Pin map:
Pins as bars across the die edge, other pins in gray.
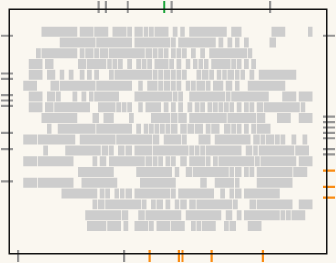
Gate families picked out:
Scale bar: 20 um.
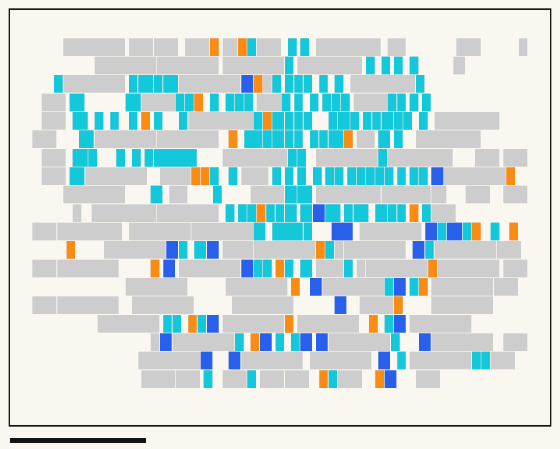
Clock nets:
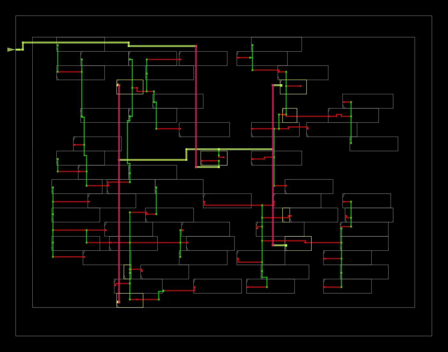
==> config.mk <==
export PLATFORM = sky130hd
export DESIGN_NAME = spi_target
export DESIGN_NICKNAME = d
export VERILOG_FILES = /design/src/rtl/spi_target_pkg.sv /design/src/rtl/spi_target_sync.sv /design/src/rtl/spi_target.sv
export SDC_FILE = /design/constraint.sdc
export NUM_CORES = 1
export LEC_CHECK = 0
export ABC_AREA = 1
export CAP_MARGIN = 20
export CORE_ASPECT_RATIO = 0.75
export CORE_MARGIN = 3
export CORE_UTILIZATION = 58
export DETAILED_ROUTE_END_ITERATION = 8
export GPL_ROUTABILITY_DRIVEN = 0
export PLACE_DENSITY = 0.94
export SYNTH_ARGS = -nofsm -noshare
export SYNTH_HDL_FRONTEND = slang
export SYNTH_SLANG_ARGS = --single-unit
==> constraint.sdc <==
create_clock -name clk -period 2.8 [get_ports clk]
set_input_delay 0.28 -clock clk [delete_from_list [all_inputs] [get_ports clk]]
set_output_delay 0.28 -clock clk [all_outputs]
set_load 0.05 [all_outputs]
==> flow_summary.yaml <==
# flow metrics
global_routing:
  grt_util_all_layers_pct: 21.3
  overflow: 0
  grt_max_degree: 53
floorplan:
  core_area_um2: 3780
  io_pins: 33
  fp_util_pct: 62.4
  dieArea_um2: 4880
  std_cell_rows: 19
power:
  p_clk_share_pct: 21.0
  p_sw_share_pct: 33.1
  p_sw_mw: 0.654
synth:
  synth_area_per_cell_um2: 8.67
  ys.flops: 54
  syn_inst: 272
  synth.distinct_cells: 26
  ys_cells: 272
sta:
  finalHoldViolCount: 0
  finalSetupViolCount: 0
  final.setup.tns_ps: 0
  drv_slew: 0
  finalCriticalPeriod_ps: 2380
critical_path:
  critical_path.cell_chain: "inv_1 -> or2_2 -> clkdlybuf4s50_1"
  cpPeakStageDelay_ps: 700
  crit_path_end_kind: "primary output"
  path_class: "reg2out"
  reg2reg_slack_ps: 1070
  arrival_ps: 2100
  worstPathMaxFanout: 11
  reg2regPathDepth: 6
  start_kind: "register"
cts:
  h-tree-depth: 2
  ctsHoldBuffers: 0
  cts_tree: "yes"
  clock_path_buffers: 2
cells_and_area:
  fill_cells: 259
  layout_top_cells: "nand2_1 (116), dfrtp_1 (43), inv_1 (29), clkdlybuf4s50_1 (29), nand3_1 (13)"
  comb_area_um2: 826
placement:
  pre_cts_ws_ps: 791
drt:
  vias: 1835
  wire_per_inst_um: 13.1
  wirelength_mm: 4.68
  first_iter_violations: 191
  drcViolationCount: 0
run:
  warning_count: 27
  drv_cap: 0
hold_path:
  hp-class: "in2async"
outcome:
  outcome: "finished clean"
Back to the opening pictures, 'pin map':
rx_data -> orange  # pins 8, direction output, edge 5 south, 3 east
tx_load -> green  # pins 1, direction input, edge north
all pins by edge = 11 east, 9 west, 7 south, 6 north
die span in y: 61.2 um
I/O Buffers: 30
Die Wd: 79.6 um

Back to the opening pictures, 'gate families picked out':
inverters -> orange  # cells 29
NAND gates -> cyan  # cells 144
inverting AOI/OAI gates -> blue  # cells 25
final instance count without filler cells: 356
logic share of the area: 29.7%
most frequent logic cell in the layout: nand2_1

Back to the opening pictures, 'clock nets':
clk sink count: 54
total CTS buffers: 5
skew final: 6.23 ps
later-pin clock latency in the skew report: 310 ps
clk pwr: 0.416 mW

worst max-delay path, delay by kind of cell (launching register included):
kind                   cells  cell delay [ps]
AND/OR/NAND/NOR            1              320
buffers and inverters      2              950
flip-flops                 1              520
kinds of logic after synthesis:
family,synth area share [%]
DFF,57.9
buffers and inverters,7.11
AOI/OAI and AO/OA,5.84
adders and majority gates,1.06
and+or+nand+nor,27.8
other,0.318
area by class of cell:
class / instances / area share, %
flip-flops and latches: 54 / 49.1
inverters: 29 / 3.91
repair buffers: 33 / 12.0
well taps: 52 / 2.34
multi-input cells: 180 / 29.7
clock inverters: 1 / 0.270
clock buffers: 7 / 2.74
cell usage after synthesis:
master	instances	area (um2)
o22ai_1	1	6.26
nor2_2	1	6.26
dfstp_2	11	289
nand3b_1	1	7.51
ha_1	2	25.0
nor2_4	2	22.5
nor2_1	2	7.51
clkbuf_1	1	3.75
nand2_2	4	25.0
buf_6	2	22.5
o21ai_0	10	50.1
o21ai_2	1	8.76
nand3_1	13	65.1
inv_1	29	109
a21o_1	1	7.51
dfrtp_1	43	1080
nand3_4	1	17.5
o21ai_1	11	55.1
nand4_2	1	12.5
nand2_1	116	435
a21oi_1	2	10.0
nand4_1	8	50.1
buf_4	1	7.51
conb_1	2	7.51
buf_2	5	25.0
or2_2	1	6.26
routing by layer:
layer  vias up  track usage, %
li1        906               -
met1       865            28.5
met2        52            32.6
met3        12            5.56
met4         0            11.8
met5         -               0
stage by stage:
stage / hold WS, ps / instances / util [%] / total power [mW] / instance area, um2
global placement: 332 / 346 / 70.6 / 1.52 / 2670
CTS: 205 / 354 / 72.8 / 1.97 / 2750
finish: 351 / 356 / 73.6 / 1.97 / 2780
global route: 367 / 356 / 73.6 / 2.09 / 2780
floorplan: -15.6 / 272 / - / 1.41 / 2360
detailed placement: 337 / 346 / 70.6 / 1.55 / 2670
power by group through the flow:
| stage | Sequential (mW) | Combinational, mW | Clock (mW) |
|---|---|---|---|
| after floorplan | 1.06 | 0.350 | 0 |
| after global placement | 1.06 | 0.455 | 0 |
| after detailed placement | 1.07 | 0.479 | 0 |
| after CTS | 1.06 | 0.490 | 0.426 |
| after global routing | 1.08 | 0.562 | 0.449 |
| final | 1.06 | 0.497 | 0.416 |
Power is estimated from default activity; no workload was simulated.
